Figure 1. Clock network drawn from the DEF.
(3 px per um)
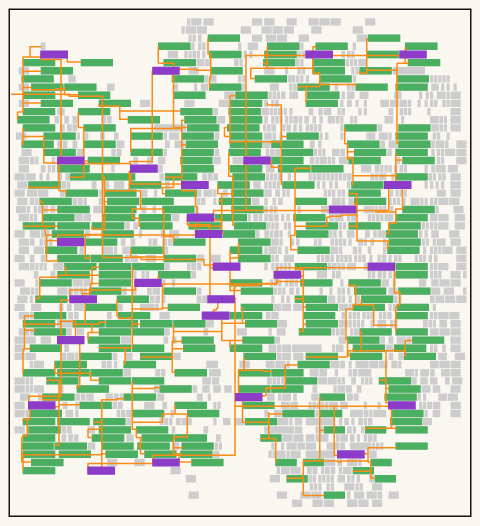
Figure 2. Cells colored by class.
(2 px per um) Fill, decap, tap and diode cells in gray.
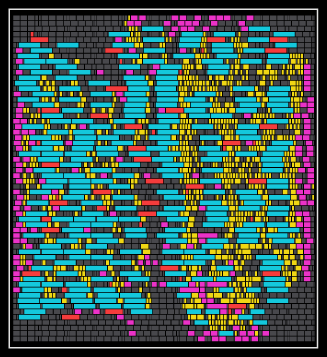
Figure 3. Clock nets.
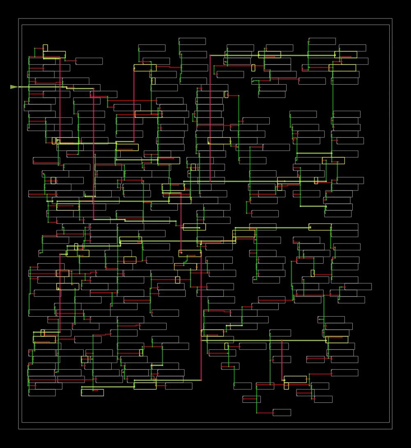
Figure 4. The metal 2 layer.
(3 px per um)
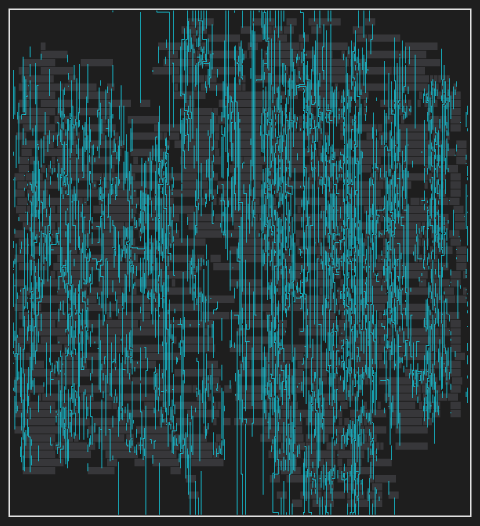
===== src/rtl/datafifo.sv =====
`default_nettype none
// ============================================================================
// Module   : datafifo
// Purpose  : Commit-side store FIFO draining to an AXI-style write channel,
//            with a word-granular load-hazard probe.
// Revision : 1.0 - initial release
// ============================================================================
module datafifo #(
    parameter int DEPTH = 4
) (
    input  logic        clk,
    input  logic        reset,
    input  logic [31:0] in_addr,
    input  logic [31:0] in_val,
    input  logic [1:0]  in_size,
    input  logic        in_valid,
    output logic        full,
    output logic        empty,
    input  logic [31:0] ld_addr,
    output logic        ld_hazard,
    output logic [31:0] awaddr,
    output logic        awvalid,
    input  logic        awready,
    output logic [31:0] wdata,
    output logic [3:0]  wstrb,
    output logic        wvalid,
    input  logic        wready,
    input  logic [2:0]  bresp,
    input  logic        bvalid,
    output logic        bready,
    output logic        bus_error
);
    localparam int AW = $clog2(DEPTH);

    typedef enum logic [1:0] {
        S_IDLE = 2'd0,
        S_SEND = 2'd1,
        S_RESP = 2'd2
    } state_t;

    state_t          state_q, state_d;
    logic [31:0]     addr_q [DEPTH];
    logic [31:0]     val_q  [DEPTH];
    logic [1:0]      size_q [DEPTH];
    logic [AW-1:0]   head_q, head_d, tail_q, tail_d;
    logic [AW:0]     count_q, count_d;
    logic            aw_done_q, aw_done_d, w_done_q, w_done_d;
    logic            bus_error_q, bus_error_d;
    logic            w_push, w_pop, w_aw_fire, w_w_fire;
    logic [31:0]     w_head_addr, w_head_val;
    logic [1:0]      w_head_size;

    assign full      = (count_q == (AW+1)'(DEPTH));
    assign empty     = (count_q == '0);
    assign w_push    = in_valid && !full;
    assign bus_error = bus_error_q;

    assign w_head_addr = addr_q[head_q];
    assign w_head_val  = val_q[head_q];
    assign w_head_size = size_q[head_q];

    // Drain FSM; the head is held in place until its response is accepted.
    always_comb begin
        state_d     = state_q;
        aw_done_d   = aw_done_q;
        w_done_d    = w_done_q;
        awvalid     = 1'b0;
        wvalid      = 1'b0;
        bready      = 1'b0;
        w_pop       = 1'b0;
        w_aw_fire   = 1'b0;
        w_w_fire    = 1'b0;
        case (state_q)
            S_IDLE: begin
                if (!empty) state_d = S_SEND;
            end
            S_SEND: begin
                awvalid   = !aw_done_q;
                wvalid    = !w_done_q;
                w_aw_fire = !aw_done_q && awready;
                w_w_fire  = !w_done_q && wready;
                if (w_aw_fire) aw_done_d = 1'b1;
                if (w_w_fire)  w_done_d  = 1'b1;
                if (aw_done_d && w_done_d) state_d = S_RESP;
            end
            S_RESP: begin
                bready = 1'b1;
                if (bvalid) begin
                    w_pop     = 1'b1;
                    aw_done_d = 1'b0;
                    w_done_d  = 1'b0;
                    state_d   = S_IDLE;
                end
            end
            default: state_d = S_IDLE;
        endcase
    end

    always_comb begin
        head_d      = head_q + AW'(w_pop);
        tail_d      = tail_q + AW'(w_push);
        count_d     = count_q;
        bus_error_d = w_pop && (bresp != 3'd0);
        case ({w_push, w_pop})
            2'b10:   count_d = count_q + 1'b1;
            2'b01:   count_d = count_q - 1'b1;
            default: count_d = count_q;
        endcase
    end

    // Sub-word stores are replicated across lanes so the strobe alone selects bytes.
    always_comb begin
        awaddr = {w_head_addr[31:2], 2'b00};
        wdata  = w_head_val;
        wstrb  = 4'b0000;
        case (w_head_size)
            2'd0: begin
                wdata = {4{w_head_val[7:0]}};
                wstrb = 4'b0001 << w_head_addr[1:0];
            end
            2'd1: begin
                wdata = {2{w_head_val[15:0]}};
                wstrb = 4'b0011 << {w_head_addr[1], 1'b0};
            end
            2'd2:    wstrb = 4'b1111;
            default: wstrb = 4'b0000;
        endcase
    end

    // An entry is live when its distance from the head is below count.
    always_comb begin
        logic [AW-1:0] off;
        ld_hazard = 1'b0;
        for (int i = 0; i < DEPTH; i++) begin
            off = AW'(i) - head_q;
            if (({1'b0, off} < count_q) && (addr_q[i][31:2] == ld_addr[31:2]))
                ld_hazard = 1'b1;
        end
    end

    always_ff @(posedge clk) begin
        if (reset) begin
            state_q     <= S_IDLE;
            head_q      <= '0;
            tail_q      <= '0;
            count_q     <= '0;
            aw_done_q   <= 1'b0;
            w_done_q    <= 1'b0;
            bus_error_q <= 1'b0;
        end else begin
            state_q     <= state_d;
            head_q      <= head_d;
            tail_q      <= tail_d;
            count_q     <= count_d;
            aw_done_q   <= aw_done_d;
            w_done_q    <= w_done_d;
            bus_error_q <= bus_error_d;
        end
    end

    always_ff @(posedge clk) begin
        if (w_push) begin
            addr_q[tail_q] <= in_addr;
            val_q[tail_q]  <= in_val;
            size_q[tail_q] <= in_size;
        end
    end
endmodule
`default_nettype wire


===== config.mk =====
export PLATFORM = sky130hd
export DESIGN_NAME = datafifo
export DESIGN_NICKNAME = d
export VERILOG_FILES = /design/src/rtl/datafifo.sv
export SDC_FILE = /design/constraint.sdc
export NUM_CORES = 1
export LEC_CHECK = 0
export ABC_AREA = 1
export CAP_MARGIN = 30
export CORE_ASPECT_RATIO = 1.1
export CORE_UTILIZATION = 50
export DETAILED_ROUTE_END_ITERATION = 12
export PLACE_DENSITY = 0.8
export REMOVE_ABC_BUFFERS = 1
export SYNTH_ARGS = -nofsm -noshare
export SYNTH_HDL_FRONTEND = slang
export SYNTH_SLANG_ARGS = --single-unit

===== constraint.sdc =====
create_clock -name clk -period 6.9 [get_ports clk]
set_input_delay 1.035 -clock clk [delete_from_list [all_inputs] [get_ports clk]]
set_output_delay 1.035 -clock clk [all_outputs]
set_load 0.005 [all_outputs]

==> job_summary.md <==
### Yosys + OpenROAD results

| Metric | Value |
|---|---|
| Non-clock buffers, area share | `12.6%` |
| Max rail drop VDD | `0.223 mV` |
| Chip area in the Yosys report | `12600 sq um` |
| Leading area contributor after synthesis | `sky130_fd_sc_hd__edfxtp_1` |
| Tally of nets with antenna violations remaining after routing | `0` |
| Transition time at the pin with the least slew margin | `1.02 ns` |
| Site row count | `60` |
| Area Overhead vs Synth | `23.7%` |
| Signal arrival time at the worst endpoint | `3.90 ns` |
| Area of the multi-input gates | `3770 sq um` |
| Number of top-level pins | `182` |
| Int Pwr | `0.00298 W` |
| Power density over the cells | `249 nW/um^2` |
| Source of the critical timing path | `head_q[0]$_SDFF_PP0_` |
| Share of cells above drive strength 1 | `5.00%` |
| R2r setup slk | `4.44 ns` |
| Setup TNS | `0 ns` |
| Clock period minus final worst setup slack | `4.93 ns` |
| Port Buf Inserts | `177` |
| Total design power | `0.00387 W` |
| Detailed Routing Iterations Pass 1 | `5` |
| Most common cell in the synthesized netlist | `sky130_fd_sc_hd__nand2_1` |
| Number of antenna cells inserted | `1` |
| Required time worst endpoint | `5.86 ns` |
| Wire length of the first global-routing pass | `49700 um` |
| Post-synth tally of flip-flops with integrated enable | `264` |
| CP Depth | `10` |
| Achievable frequency | `203 MHz` |
| Largest fanout of any net on the critical path | `65` |
| Post-Syn Instances | `1189` |
| Result of the run | `finished, final reports clean` |
| MI comb cells | `744` |
| Met1 demand-to-capacity share in global routing | `31.3%` |
| Unrepaired setup endpoints after global routing | `false` |
| Average cell area after synthesis | `10.6 sq um` |
| Worst hold path stage count | `2` |
| Area contributors post-synth | `sky130_fd_sc_hd__edfxtp_1 63%, sky130_fd_sc_hd__nand2_1 9.0%, sky130_fd_sc_hd__nand3_1 5.8%, sky130_fd_sc_hd__a22oi_1 3.7%, sky130_fd_sc_hd__inv_1 3.5%` |
| Hold Path Class | `register to register` |
| Hold_buf cts | `0` |
| Clock-pin slew on the worst setup and hold paths | `0.06 ns` |
| Final worst hold slack | `0.487 ns` |
| Worst Path Buf+Inv | `3` |
| Aggregate global routing overflow | `0` |
| Share of flip-flops with an asynchronous set or reset after synthesis | `0%` |
| Fraction of met3 tracks used by global routing | `4.84%` |
| Origin of the worst min-delay path | `w_done_q$_SDFFE_PP0P_` |
| Largest registers | `addr_q: 128 flops, val_q: 128 flops, size_q: 8 flops` |
| Period utilization | `71.5%` |
| Distinct lib cells | `34` |
| Clock tree from TritonCTS | `done` |
| Via density | `5.61` |
| OpenROAD warning count | `28` |
| Number of filler instances in the final layout | `1880` |
Notes on Figure 1 above:
legend:
  purple:
    item: clock-net drivers
    count: 27
  orange:
    item: clock wires
    length: 2950 um
  green:
    item: flip-flops
    count: 276
flops lie: spread over the die
Clock Power Share: 36.2%
setup skew after layout: 0.0161 ns
P_clk: 0.00140 W

Notes on Figure 2 above:
legend:
  magenta:
    class: remaining buffers and delay cells
    cells: 192
    share_of_their_area: 13%
  cyan:
    class: registers
    cells: 276
    share_of_their_area: 54%
  red:
    class: clock drivers and dummy loads
    cells: 49
    share_of_their_area: 5.5%
  yellow:
    class: remaining logic cells
    cells: 862
    share_of_their_area: 28%

Notes on Figure 3 above:
Inserted Clock Buffers: 27
clock tree sinks: 276
Flop Count: 276
insertion delay of the later-clocked pin in the worst-skew pair: 0.53 ns

Notes on Figure 4 above:
main direction: vertical
share of all routed wire: 50%
wire length on this layer: 16300 um
Final Routed Wirelength: 32800 um
number of vias after detailed routing: 9482
met2 usage in global routing: 44.5%

-- stage by stage --
stage          instances  utilization [%]  setup slack [ns]
2_1_floorplan       1138                -             0.664
3_3_place_gp        1636             59.4              2.62
3_5_place_dp        1640             59.8              2.55
4_1_cts             1689             63.3              1.99
5_1_grt             1689             63.3              1.75
6_report            1690             63.3              1.97
-- logic make-up after synthesis --
family	share of synthesized area [%]
xor gates and xnor gates	2.99
adders and majority gates	0.854
other	0.0298
buffers and inverters	5.58
and+or+nand+nor	18.2
AOI/OAI and AO/OA	7.57
DFF	64.8
-- power by group through the flow --
stage               registers [W]  clock network [W]  logic [W]
global route              0.00197            0.00150   0.000557
CTS                       0.00196            0.00142   0.000512
global placement          0.00199                  0   0.000489
finish                    0.00196            0.00140   0.000513
floorplan                 0.00200                  0   0.000220
detailed placement        0.00199                  0   0.000507
Power is estimated from default activity; no workload was simulated.
